==> config.mk <==
export PLATFORM = sky130hd
export DESIGN_NAME = oz_coloring_search_flat
export DESIGN_NICKNAME = d
export VERILOG_FILES = /design/src/rtl/oz_coloring_if.sv /design/src/rtl/oz_coloring_search.sv /design/src/flat_wrapper.sv
export SDC_FILE = /design/constraint.sdc
export NUM_CORES = 1
export LEC_CHECK = 0
export ABC_AREA = 1
export CORE_UTILIZATION = 30
export DETAILED_ROUTE_END_ITERATION = 10
export PLACE_DENSITY = 0.59
export SETUP_SLACK_MARGIN = 0.5
export SLEW_MARGIN = 30
export SYNTH_ARGS = -nofsm -noshare
export SYNTH_HDL_FRONTEND = slang
export SYNTH_SLANG_ARGS = --single-unit
==> constraint.sdc <==
create_clock -name clk -period 2.95 [get_ports clk]
set_clock_uncertainty 0.1 [all_clocks]
set_input_delay 0.4425 -clock clk [delete_from_list [all_inputs] [get_ports clk]]
set_output_delay 0.4425 -clock clk [all_outputs]
set_load 0.03 [all_outputs]
==> src/rtl/oz_coloring_if.sv <==
// ---------------------------------------------------------------------------
// oz_coloring_if
//
// Valid/ready stream carrying one four-colour assignment of the five Oz
// regions per transfer. A transfer completes on a rising clock edge where
// out_valid and out_ready are both high.
//
// Signals:
//   out_valid  producer -> consumer  out_color holds a valid colouring
//   out_ready  consumer -> producer  consumer accepts out_color this cycle
//   out_color  producer -> consumer  {GC, WC, QC, MC, EC}, 2 bits each,
//                                    GC in [9:8], EC in [1:0]
//
// Modports:
//   master  the search engine (drives out_valid / out_color)
//   slave   the downstream consumer (drives out_ready)
// ---------------------------------------------------------------------------
interface oz_coloring_if;
    logic       out_valid;
    logic       out_ready;
    logic [9:0] out_color;

    modport master (
        output out_valid,
        output out_color,
        input  out_ready
    );

    modport slave (
        input  out_valid,
        input  out_color,
        output out_ready
    );
endinterface : oz_coloring_if

==> src/rtl/oz_coloring_search.sv <==
// ---------------------------------------------------------------------------
// oz_coloring_search
//
// Exhaustive search over the 1024 candidate colourings of the five Oz
// regions (Gillikin, Winkie, Quadling, Munchkin, Emerald City), one
// candidate per clock. Candidates satisfying all eight adjacency
// inequalities are loaded into a single output register and streamed out
// over a valid/ready handshake. Solutions are counted and completion is
// flagged.
//
// Adjacency: GC-WC, WC-QC, QC-MC, MC-GC, and EC touches all four others.
//
// Parameters:
//   CNT_W       width of the solution counter (>= 7; 72 solutions exist)
//
// Ports:
//   clk         rising-edge clock
//   rst         asynchronous, active-high reset
//   start       begin a new search (sampled only in IDLE or DONE)
//   abort       return to IDLE next cycle; overrides everything but rst
//   first_only  stop after the first solution (captured with start)
//   bus         oz_coloring_if.master: out_valid / out_ready / out_color
//   sol_count   solutions loaded into the output register this search
//   busy        high while scanning or draining the output register
//   done        high (level) once the search has finished
// ---------------------------------------------------------------------------
module oz_coloring_search #(
    parameter int CNT_W = 8
) (
    input  logic              clk,
    input  logic              rst,
    input  logic              start,
    input  logic              abort,
    input  logic              first_only,
    oz_coloring_if.master     bus,
    output logic [CNT_W-1:0]  sol_count,
    output logic              busy,
    output logic              done
);

    typedef enum logic [1:0] {
        S_IDLE  = 2'd0,
        S_SCAN  = 2'd1,
        S_DRAIN = 2'd2,
        S_DONE  = 2'd3
    } state_t;

    localparam logic [CNT_W-1:0] CNT_MAX  = '1;
    localparam logic [9:0]       IDX_LAST = 10'h3FF;

    state_t             state_q;
    state_t             state_d;
    logic [9:0]         idx_q;
    logic               out_valid_q;
    logic [9:0]         out_color_q;
    logic [CNT_W-1:0]   sol_count_q;
    logic               first_only_q;

    // ------------------------------------------------------------------
    // Candidate evaluation (purely from the idx register, so nothing
    // combinational reaches the outputs from idx)
    // ------------------------------------------------------------------
    logic [1:0] gc, wc, qc, mc, ec;
    logic       cand_ok;
    logic       reg_free;
    logic       load;
    logic       last_idx;
    logic       scan_end;
    logic       can_start;

    assign gc = idx_q[9:8];
    assign wc = idx_q[7:6];
    assign qc = idx_q[5:4];
    assign mc = idx_q[3:2];
    assign ec = idx_q[1:0];

    assign cand_ok = (gc != wc) && (wc != qc) && (qc != mc) && (mc != gc) &&
                     (ec != gc) && (ec != wc) && (ec != qc) && (ec != mc);

    // The output register can take a new value if it is empty or its
    // current value is being accepted on this same edge.
    assign reg_free  = !out_valid_q || bus.out_ready;
    assign load      = (state_q == S_SCAN) && cand_ok && reg_free;
    assign last_idx  = (idx_q == IDX_LAST);
    assign can_start = (state_q == S_IDLE) || (state_q == S_DONE);

    // Leave SCAN once the final index has been dealt with (skipped, or
    // loaded), or right after the first load in first-only mode.
    assign scan_end = (state_q == S_SCAN) &&
                      ((last_idx && (!cand_ok || reg_free)) ||
                       (first_only_q && load));

    // ------------------------------------------------------------------
    // FSM: state register
    // ------------------------------------------------------------------
    // NOTE: sequential state uses non-blocking assignments so every
    // register samples pre-edge values regardless of process ordering.
    always_ff @(posedge clk or posedge rst) begin
        if (rst) begin
            state_q <= S_IDLE;
        end else begin
            state_q <= state_d;
        end
    end

    // ------------------------------------------------------------------
    // FSM: next-state logic
    // ------------------------------------------------------------------
    // NOTE: state_d gets a default before any branch so no path leaves it
    // unassigned, which would otherwise infer a latch.
    always_comb begin
        state_d = state_q;
        if (abort) begin
            state_d = S_IDLE;
        end else begin
            case (state_q)
                S_IDLE,
                S_DONE:  if (start)    state_d = S_SCAN;
                S_SCAN:  if (scan_end) state_d = S_DRAIN;
                S_DRAIN: if (reg_free) state_d = S_DONE;
                default:               state_d = S_IDLE;
            endcase
        end
    end

    // ------------------------------------------------------------------
    // FSM: state-decoded outputs
    // ------------------------------------------------------------------
    always_comb begin
        busy = 1'b0;
        done = 1'b0;
        case (state_q)
            S_SCAN,
            S_DRAIN: busy = 1'b1;
            S_DONE:  done = 1'b1;
            default: ;
        endcase
    end

    // ------------------------------------------------------------------
    // Datapath: candidate index, output register, solution counter
    // ------------------------------------------------------------------
    always_ff @(posedge clk or posedge rst) begin
        if (rst) begin
            idx_q        <= '0;
            out_valid_q  <= 1'b0;
            out_color_q  <= '0;
            sol_count_q  <= '0;
            first_only_q <= 1'b0;
        end else if (abort) begin
            // The count is left alone so software can see how far the
            // aborted search got.
            idx_q        <= '0;
            out_valid_q  <= 1'b0;
            out_color_q  <= '0;
            first_only_q <= 1'b0;
        end else if (can_start && start) begin
            idx_q        <= '0;
            out_valid_q  <= 1'b0;
            sol_count_q  <= '0;
            first_only_q <= first_only;
        end else begin
            if (load) begin
                out_color_q <= idx_q;
                out_valid_q <= 1'b1;
                if (sol_count_q != CNT_MAX) begin
                    sol_count_q <= sol_count_q + CNT_W'(1);
                end
            end else if (out_valid_q && bus.out_ready) begin
                out_valid_q <= 1'b0;
            end

            // Advance unless stalled on a valid candidate; the index
            // parks at its final value instead of wrapping.
            if ((state_q == S_SCAN) && (!cand_ok || reg_free) && !last_idx) begin
                idx_q <= idx_q + 10'd1;
            end
        end
    end

    assign bus.out_valid = out_valid_q;
    assign bus.out_color = out_color_q;
    assign sol_count     = sol_count_q;

endmodule : oz_coloring_search

==> src/flat_wrapper.sv <==
// flat-port wrapper written by rule: the top's interface ports become plain ports
module oz_coloring_search_flat 
#(
    parameter int CNT_W = 8
)
  (clk, rst, start, abort, first_only, sol_count, busy, done, bus_out_valid, bus_out_color, bus_out_ready);
  oz_coloring_if bus_i ();
  input  logic clk;
  input  logic rst;
  input  logic start;
  input  logic abort;
  input  logic first_only;
  output logic [CNT_W-1:0] sol_count;
  output logic busy;
  output logic done;
  output wire logic [$bits(bus_i.out_valid)-1:0] bus_out_valid;
  output wire logic [$bits(bus_i.out_color)-1:0] bus_out_color;
  input wire logic [$bits(bus_i.out_ready)-1:0] bus_out_ready;
  assign bus_out_valid = bus_i.out_valid;
  assign bus_out_color = bus_i.out_color;
  assign bus_i.out_ready = bus_out_ready;
  oz_coloring_search #(.CNT_W(CNT_W)) u_core (.clk(clk), .rst(rst), .start(start), .abort(abort), .first_only(first_only), .bus(bus_i), .sol_count(sol_count), .busy(busy), .done(done));
endmodule
**Run 1: the metal 1 layer**

The bar under the picture is 20 um long. Supply wires on this layer in grey.
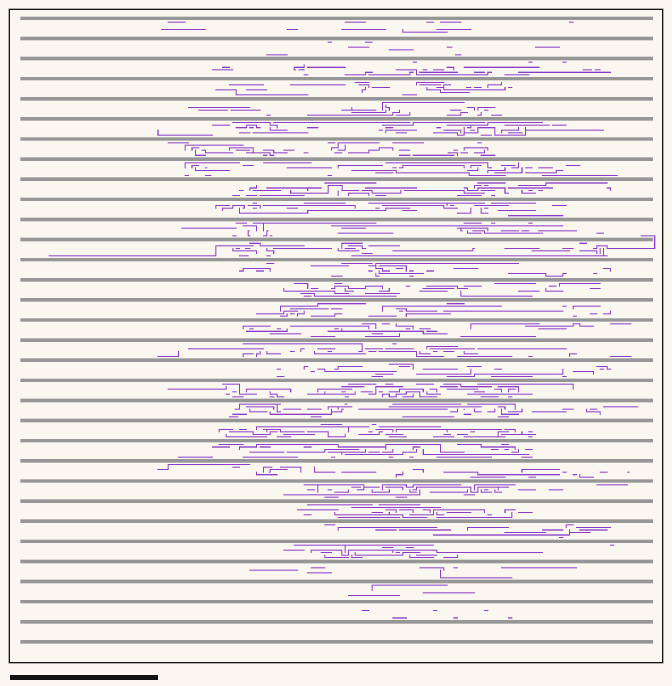
share of all routed wire: 49%
nets with wire on the layer: 297
longest straight run: 34.5 um

**Run 1: M2 wires**

Cells faint in the background.
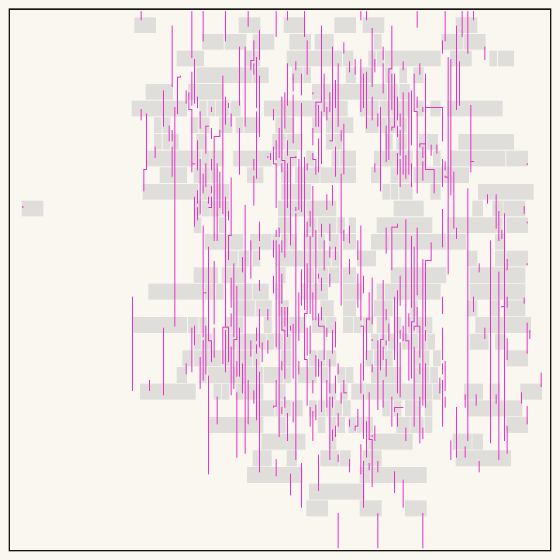
wire length on this layer: 2360 um
longest straight run: 41.1 um
main direction: vertical
share of all routed wire: 46%
nets with wire on the layer: 234
M2 GR Usage: 0.234
vias: 1921
drt total wl: 5110 um

**Run 1: signal wires on met3**

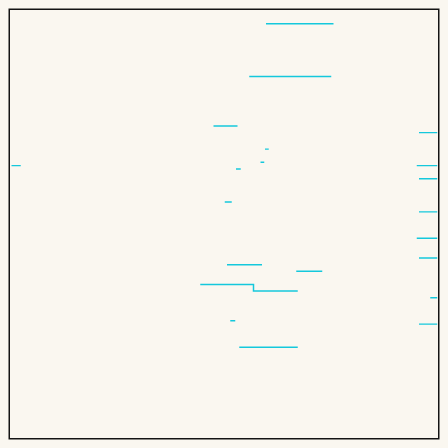
wire length on this layer: 110 um
nets with wire on the layer: 17

## run 1: critical path, cell delays in order (launching register included)
cell and delay (ns):
dfrtp_1 0.40, inv_1 0.06, ha_1 0.33, nand2_2 0.16
inv_1 0.14, buf_4 0.21, nor2_2 0.30, nand2_4 0.19
nand2_1 0.12, o21ai_2 0.05
## run 1: power by group through the flow
stage | clock, mW | combinational, mW | sequential [mW]
final | 0.427 | 0.505 | 0.512
after global routing | 0.461 | 0.565 | 0.517
after CTS | 0.441 | 0.506 | 0.512
after detailed placement | 0 | 0.505 | 0.521
after global placement | 0 | 0.499 | 0.521
after floorplan | 0 | 0.389 | 0.513
## run 1: sequential cells by signal, indices dropped and copies added (netlist names)
signal                flops
u_core.sol_count          8
u_core.state_q            2
u_core.first_only_q       1
u_core.bus.out_color     10
u_core.idx_q             10
u_core.bus.out_valid      1
## run 1: cell usage in the layout (no fill, tap or decap), drive strengths merged, types with 2 or more instances in the layout
master	n
inv	27
nor2	20
a31oi	2
nor3	6
ha	5
xnor2	4
nor3b	2
nand4	7
o21ai	15
buf	6
clkdlybuf4s50	25
a21oi	6
clkbuf	5
dfrtp	32
nand3	47
nand2	96
and3	2
clkinv	2
xor2	6
## run 1: per-stage QoR
step	hold slack [ns]	total power [mW]	utilization	cells	setup WS (ns)
5_1_grt	0.430	1.54	0.371	419	0.609
3_3_place_gp	0.373	1.02	0.354	410	0.570
2_1_floorplan	0.342	0.902	-	290	1.00
4_1_cts	0.400	1.46	0.370	418	0.549
3_5_place_dp	0.381	1.03	0.354	410	0.502
6_report	0.389	1.44	0.371	419	0.782
## run 1: timing repair
item,in CTS,in global routing
gates resized,0,2
hold buffers,0,0
buffers inserted,0,1
setup endpoints to repair,0,17
==> results.ini, run 1 <==
[run_status]
status=completed

[critical_path]
crit_required_ns=3.03
path_class=register to register
worstReg2RegStart=u_core.state_q[0]$_DFFE_PP0P_
crit_path_start=u_core.state_q[0]$_DFFE_PP0P_
endpoint=u_core.idx_q[8]$_DFFE_PP0P_
r2r-end=u_core.idx_q[8]$_DFFE_PP0P_
r2r_setup_slack_ns=0.78
worst_r2r_path_depth=9
end_kind=register

[drt]
wl_met1_um=2520
wl_met3_um=110
top_layer=met4
first_iter_violations=80
drt.antenna.violating_nets=0
route.met2.wl_um=2360
wire_per_inst_um=12.2
route.detailed.drc=0

[synthesis]
syn_area_um2=2230
synthFlopType=dfrtp_1
synthCells=290
synthArstFlopShare=1.00
synth-edff-count=0
synthTopCellsByCount=nand2_1 (86), nand3_1 (42), dfrtp_1 (32)
syn_avg_cell_area_um2=7.68
synthAoiAreaFrac=0.0764
yosys_area_um2=2230
fp_nets=301
ys_top_cells_by_area=dfrtp_1 (36%), nand2_1 (14%), nand3_1 (9.4%), o21ai_2 (4.3%), inv_1 (3.0%)
netlist_logic_family_top=simple AND/OR/NAND/NOR gates
ys_seq_frac=0.360
simple_gate_share=0.407
yosys.area.top_type=dfrtp_1
top_area_frac=0.360
ys_warn_count=0

[final_layout]
seq_share=0.299
comb_cells=220
nonClkBufAreaFrac=0.115
sh_comb_area=0.458
n_antenna_cell=0
buffers=32
seq_cells=32

[sta]
setup_tns_ns=0
finalCritPeriodShare=0.735
fin_crit_ns=2.17
max_freq_mhz=461
slew_headroom=0.720
worstMarginPinSlew_ns=0.419

[clocking]
htreeDepth=2
cts_tree=done
cts_root_buffer=clkbuf_8

[hold_path]
hp-start=u_core.first_only_q$_DFFE_PP0P_
hold_path_end=u_core.first_only_q$_DFFE_PP0P_

[floorplan]
pin_count=27
coreArea_um2=7210
die_area_um2=7770
die_h_um=88.2
rows=31
fp-utilization=0.309

[placed_design]
io_buffers=26
placed_area_um2=2560
gp_congestion=0.838

[pwr]
combPwrFrac=0.350
max-vdd-ir-drop_mv=0.213
p_clk_frac=0.296
p_switching_uw=572

[run]
warnings=28

[global_routing]
met3_usage=0.0254
grt_pass1_vias=1778
antenna_found_initial=0
grt_pass1_wl_um=8710
grt-ovfl-total=0
grtUsageMet1=0.194

==> run 2, diff against run 1 <==
Settings changed: PLACE_DENSITY 0.59 to 0.61.
Clock period 2.95 ns to 1.9 ns, I/O delays scaled along.
==> run 2 against run 1 <==
Effect of this change:
- sequential power is 58% higher
- critical endpoint is now u_core.idx_q[1]$_DFFE_PP0P_
- non-clock buffer count is 44 higher
- hold slack worse by 0.11 ns
- flip-flop count stayed put
- die area stayed put
- synthesized cell count stayed put
- worst setup slack worse by 0.65 ns
- synthesized area stayed put
- combinational power went up to 3.2 times the previous value
- clock power is 31% higher
- final cell count is 11% higher
==> results.ini, run 2 <==
[final_layout]
lay_top_count=nand2_1  ; unchanged
n_antenna_cell=0  ; unchanged
fin_cells=466  ; was 419
layout_top_cells=nand2_1 (70), buf_4 (39), nand3_1 (37)  ; was nand2_1 (86), nand3_1 (42), dfrtp_1 (32)

[synthesis]
ys_top_cells_by_area=dfrtp_1 (36%), nand2_1 (14%), nand3_1 (9.4%), o21ai_2 (4.3%), inv_1 (3.0%)  ; unchanged
synth-edff-count=0  ; unchanged
ys_seq_frac=0.360  ; unchanged
yosys_area_um2=2230  ; unchanged
syn_avg_cell_area_um2=7.68  ; unchanged
synthTopCellsByCount=nand2_1 (86), nand3_1 (42), dfrtp_1 (32)  ; unchanged
ys_warn_count=0  ; unchanged
fp_nets=301  ; unchanged
yosys.area.top_type=dfrtp_1  ; unchanged
syn_area_um2=2230  ; unchanged
synthFlopType=dfrtp_1  ; unchanged

[clocking]
postCtsHoldBufs=0  ; unchanged
htreeDepth=2  ; unchanged
cts_root_buffer=clkbuf_8  ; unchanged

[global_routing]
grt_pass1_vias=2168  ; was 1778
met3_usage=0.0198  ; was 0.0254
grt-ovfl-total=0  ; unchanged
antenna_found_initial=0  ; unchanged
grt_pass1_wl_um=10600  ; was 8710 um

[sta]
fin_ws_ns=0.132  ; was 0.782 ns
fin_crit_ns=1.77  ; was 2.17 ns
fin_hold_ws_ns=0.279  ; was 0.389 ns
slew_headroom=0.717  ; was 0.720
rsz0062_at_grt=yes  ; was no
max_freq_mhz=566  ; was 461 MHz
worstMarginPinSlew_ns=0.424  ; was 0.419 ns
setup_tns_ns=0  ; unchanged

[drt]
wl_met3_um=307  ; was 110 um
drt.antenna.violating_nets=0  ; unchanged
top_layer=met4  ; unchanged
route.detailed.drc=0  ; unchanged
route.met2.wl_um=3220  ; was 2360 um

[floorplan]
rows=31  ; unchanged
fp-utilization=0.309  ; unchanged
die_h_um=88.2  ; unchanged
pin_count=27  ; unchanged
die_area_um2=7770  ; unchanged
coreArea_um2=7210  ; unchanged

[critical_path]
cpMaxStageDelayCell=dfrtp_2  ; was dfrtp_1
path_class=register to register  ; unchanged
path_buffers=2  ; was 3
crit_required_ns=2.02  ; was 3.03 ns
path_cells=inv_4, nand2_2, nand2_2, nand2_2, nand2_4, nor2_8, nand3_4, nand2_8, buf_6, nand2_1, a21oi_2  ; was inv_1, ha_1, nand2_2, inv_1, buf_4, nor2_2, nand2_4, nand2_1, o21ai_2
cp_slowest_stage_delay_ns=0.49  ; was 0.40 ns
timing.critical_path.mode_cell=nand2_2  ; was inv_1
r2r_setup_slack_ns=0.13  ; was 0.78 ns
end_kind=register  ; unchanged
path_delay_family=simple AND/OR/NAND/NOR gates  ; unchanged

[placed_design]
preCtsSetupSlack_ns=-0.0130  ; was 0.502 ns
io_buffers=26  ; unchanged
gp_congestion=0.898  ; was 0.838
placed_area_um2=2760  ; was 2560 um^2
placedCellCount=428  ; was 410

[run_status]
status=completed  ; unchanged

[pwr]
power.leakage_nw=1.63  ; was 1.32 nW
power.total_mw=2.97  ; was 1.44 mW
max-vdd-ir-drop_mv=0.359  ; was 0.213 mV

[run]
warnings=31  ; was 28

## run 2: cell counts after synthesis
Identical to the previous run, type by type.
## run 2: power by group
| part | switching (mW) | internal [mW] |
|---|---|---|
| Clock | 0.272 | 0.289 |
| Combinational | 0.899 | 0.703 |
| Sequential | 0.0780 | 0.730 |
| Total | 1.25 | 1.72 |
## run 2: layout make-up
class                           count  area [um^2]  area share
Clock buffer                        6         82.6      0.0248
Timing Repair Buffer               76          631       0.190
Sequential cell                    32          818       0.246
Inverter                           28          131      0.0395
Multi-Input combinational cell    223         1530       0.459
Tap cell                           99          124      0.0373
Clock inverter                      2         10.0     0.00301
## run 2: kinds of logic (layout without fill, tap and decap cells)
group,Yosys count,after routing,synth area share
XOR/XNOR,10,10,0.0393
AND-OR/OR-AND,23,23,0.0764
buffers and inverters,38,112,0.0899
adder cells (fa/ha/maj),5,5,0.0281
flip-flops,32,32,0.360
AND/OR/NAND/NOR,182,185,0.407
## run 2: what timing repair did
item,CTS,global route
pin swaps,18,23
buffers inserted,23,4
gates cloned,2,1
resized,128,41
endpoints found under the setup margin,53,40
endpoints found under the hold margin,0,0
## run 2: worst paths after layout
check | start | cells after the start | to
worst max-delay path | u_core.idx_q[1]$_DFFE_PP0P_ | 11 | u_core.idx_q[1]$_DFFE_PP0P_
worst min-delay path | rst | 3 | u_core.sol_count[5]$_DFFE_PP0P_
worst max register to register | u_core.idx_q[1]$_DFFE_PP0P_ | 11 | u_core.idx_q[1]$_DFFE_PP0P_
worst min register to register | u_core.first_only_q$_DFFE_PP0P_ | 2 | u_core.first_only_q$_DFFE_PP0P_
max in group asynchronous | rst | 3 | u_core.idx_q[2]$_DFFE_PP0P_
min in group clk | u_core.first_only_q$_DFFE_PP0P_ | 2 | u_core.first_only_q$_DFFE_PP0P_
**Run 2: M2 wires**

Cells faint in the background.
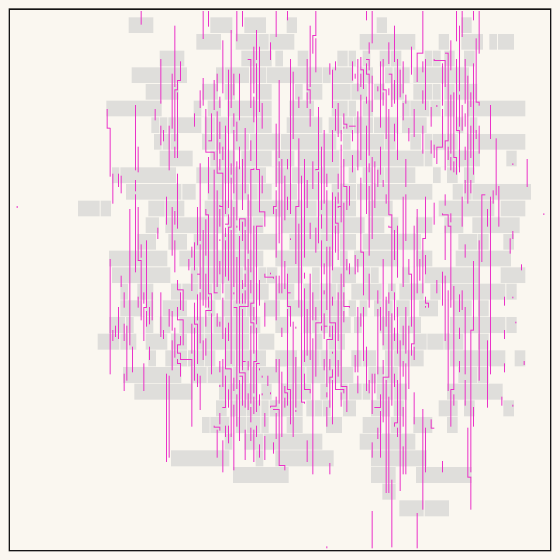
nets with wire on the layer: 309
main direction: vertical
wire length on this layer: 3220 um
longest straight run: 36.9 um
share of all routed wire: 49%
drt total wl: 6610 um
vias: 2289

**Run 2: routing congestion**

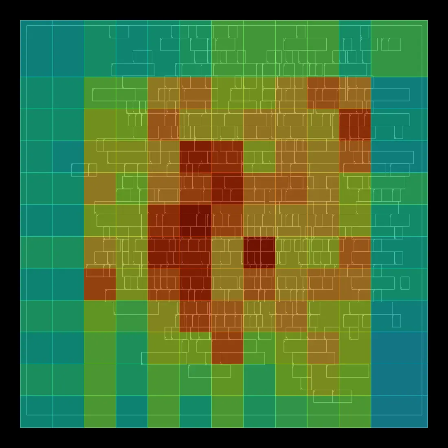
met1 Track Usage GR: 0.247
M2 GR Usage: 0.283
final core utilization: 0.461
drt wl/cell: 14.2 um

==> run 3, diff against run 2 <==
Settings changed: CORE_ASPECT_RATIO set to 0.9.
**Run 3: M2 wires**

Cells faint in the background.
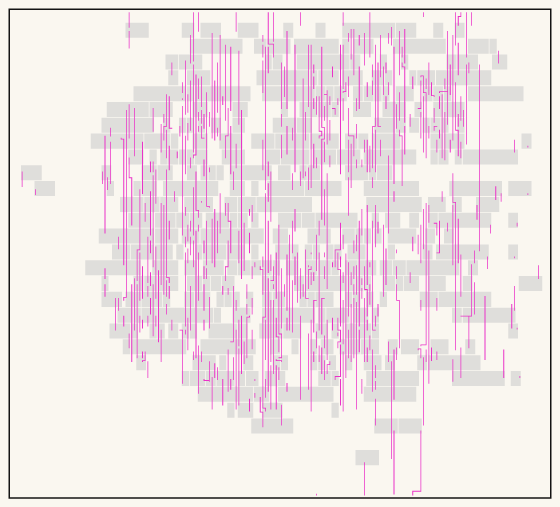
nets with wire on the layer: 297
wire length on this layer: 2810 um

**Run 3: placement by cell class**

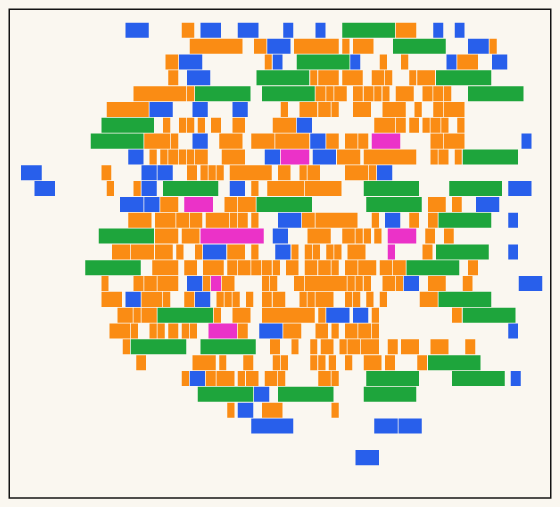
legend:
  clock drivers and dummy loads:
    colour: magenta
    cells: 8
  remaining logic cells:
    colour: orange
    cells: 249
  remaining buffers and delay cells:
    colour: blue
    cells: 60
  registers:
    colour: green
    cells: 32
final core utilization: 0.447
fraction of area in registers: 0.258
area of the core: 7110 um^2
final instance area: 3180 um^2
num rows: 29

==> run 3 against run 2 <==
Effect of this change:
- synthesized area unchanged
- total power decreased by 2.8%
- synthesized cell count unchanged
- die area about the same
- critical endpoint is now u_core.state_q[0]$_DFFE_PP0P_
- sequential power hardly changed
- largest cell class unchanged
- non-clock buffer count decreased by 16
- critical path type unchanged
- final cell count is 5.2% lower
- routed wire length shrank 9.2%
- combinational power fell by about 10%
- via count down 5.8%
- flip-flop count unchanged
- register-to-register slack hardly changed
==> results.ini, run 3 <==
[synthesis]
synth_adder_area_share=0.0281  ; unchanged
synthArstFlopShare=1.00  ; unchanged
top_area_frac=0.360  ; unchanged
synthFlopType=dfrtp_1  ; unchanged
yosys.area.top_type=dfrtp_1  ; unchanged
netlist_logic_family_top=simple AND/OR/NAND/NOR gates  ; unchanged
ys_warn_count=0  ; unchanged
yosys_area_um2=2230  ; unchanged
syn_area_um2=2230  ; unchanged
ys_seq_frac=0.360  ; unchanged
xor_share=0.0393  ; unchanged
synthCells=290  ; unchanged
syn_avg_cell_area_um2=7.68  ; unchanged
synthAoiAreaFrac=0.0764  ; unchanged
synthTopCellsByCount=nand2_1 (86), nand3_1 (42), dfrtp_1 (32)  ; unchanged
fp_nets=301  ; unchanged

[final_layout]
seq_cells=32  ; unchanged
inverters_excl_clock=28  ; unchanged
n_antenna_cell=0  ; unchanged
largest_class=multi-input combinational cells  ; unchanged
layout_top_cells=nand2_1 (69), nand3_1 (33), buf_4 (25)  ; was nand2_1 (70), buf_4 (39), nand3_1 (37)
clkbuf_count=6  ; unchanged
lay_top_count=nand2_1  ; unchanged
mi_logic_area_um2=1490  ; was 1530 um^2
seqCellArea_um2=820  ; was 818 um^2
nonClkBufAreaFrac=0.160  ; was 0.190
buffers=60  ; was 76
fin_cells=442  ; was 466
clk_share=0.0339  ; was 0.0279
comb_cells=221  ; was 223

[clocking]
postCtsHoldBufs=0  ; unchanged
cts_root_buffer=clkbuf_8  ; unchanged
cts_tree=done  ; unchanged

[pwr]
swShare=0.412  ; was 0.420
power.total_mw=2.89  ; was 2.97 mW
internal_power_mw=1.70  ; was 1.72 mW
max-vdd-ir-drop_mv=0.447  ; was 0.359 mV
power_frac_seq=0.279  ; was 0.272
p_clk_frac=0.231  ; was 0.189
power.leakage_nw=1.51  ; was 1.63 nW

[global_routing]
grt_pass1_vias=2067  ; was 2168
grt_pass1_wl_um=10100  ; was 10600 um
grt_max_degree=33  ; unchanged

[run_status]
status=completed  ; unchanged

[critical_path]
crit_required_ns=1.98  ; was 2.02 ns
r2r_setup_slack_ns=0.14  ; was 0.13 ns
cpMaxStageDelayCell=dfrtp_2  ; unchanged
timing.critical_path.mode_cell=nand2_2  ; unchanged
path_class=register to register  ; unchanged
path_cells=buf_6, nand2_2, nand2_2, nand2_2, nand2_4, nor2_8, nand4_1, nand2_2, nand2_2, nand2_1, nand2_1  ; was inv_4, nand2_2, nand2_2, nand2_2, nand2_4, nor2_8, nand3_4, nand2_8, buf_6, nand2_1, a21oi_2
cp_slowest_stage_delay_ns=0.49  ; about the same
end_kind=register  ; unchanged

[sta]
fin_hold_ws_ns=0.283  ; was 0.279 ns
fin_ws_ns=0.137  ; was 0.132 ns
fin_crit_ns=1.76  ; was 1.77 ns
setup_tns_ns=0  ; unchanged
slew_headroom=0.720  ; was 0.717
rsz0062_at_grt=yes  ; unchanged
worstMarginPinSlew_ns=0.421  ; was 0.424 ns

[drt]
wire_per_inst_um=13.6  ; was 14.2 um
first_iter_violations=90  ; was 193
vias=2157  ; was 2289
route.detailed.drc=0  ; unchanged

[floorplan]
die_area_um2=7770  ; about the same
tapCellCount=93  ; was 99
fp-utilization=0.313  ; was 0.309
pin_count=27  ; unchanged

[placed_design]
placed_area_um2=2720  ; was 2760 um^2
gp_congestion=0.895  ; was 0.898
placedCellCount=418  ; was 428
preCtsSetupSlack_ns=0.0546  ; was -0.0130 ns
io_buffers=26  ; unchanged

[run]
warnings=31  ; unchanged

==> run 3: per-layer routing <==
layer  share of wire  track usage
met3           0.041       0.0264
met1            0.48        0.237
met5               0            0
met2            0.47        0.252
met4          0.0085       0.0406
==> run 3: what timing repair did <==
action                                  4_1_cts  5_1_grt
buffers inserted                              9        6
cloned                                        1        0
pin swaps                                    12       22
gates resized                               116       47
endpoints found under the setup margin       53       39
==> run 3: cells by family after synthesis <==
| logic type | count (synthesis) |
|---|---|
| AND-OR/OR-AND | 23 |
| buffers and inverters | 38 |
| adder cells (fa/ha/maj) | 5 |
| AND/OR/NAND/NOR | 182 |
| flip-flops | 32 |
| XOR/XNOR | 10 |
==> run 3: power by group through the flow <==
stage | Combinational [mW] | Clock (mW) | Sequential [mW]
after floorplan | 0.689 | 0 | 0.813
after global placement | 0.989 | 0 | 0.807
after detailed placement | 0.993 | 0 | 0.809
after CTS | 1.20 | 0.683 | 0.796
after global routing | 1.52 | 0.711 | 0.811
final | 1.41 | 0.668 | 0.805
==> run 3: final timing paths <==
check	depth (start not counted)	end	startpoint
max	11	u_core.state_q[0]$_DFFE_PP0P_	u_core.idx_q[1]$_DFFE_PP0P_
min	3	u_core.sol_count[3]$_DFFE_PP0P_	rst
max reg2reg	11	u_core.state_q[0]$_DFFE_PP0P_	u_core.idx_q[1]$_DFFE_PP0P_
min reg2reg	2	u_core.bus.out_color[7]$_DFFE_PP0P_	u_core.bus.out_color[7]$_DFFE_PP0P_
max in group asynchronous	3	u_core.idx_q[8]$_DFFE_PP0P_	rst
min in group clk	2	u_core.bus.out_color[7]$_DFFE_PP0P_	u_core.bus.out_color[7]$_DFFE_PP0P_
==> run 3: worst max-delay path: cells and delay by family (launching register included) <==
family        cells  cell delay (ns)
simple gates     10             0.92
flops             1             0.49
buf+inv           1             0.15
Power figures rest on the tool's default switching activity, not on a simulated workload.
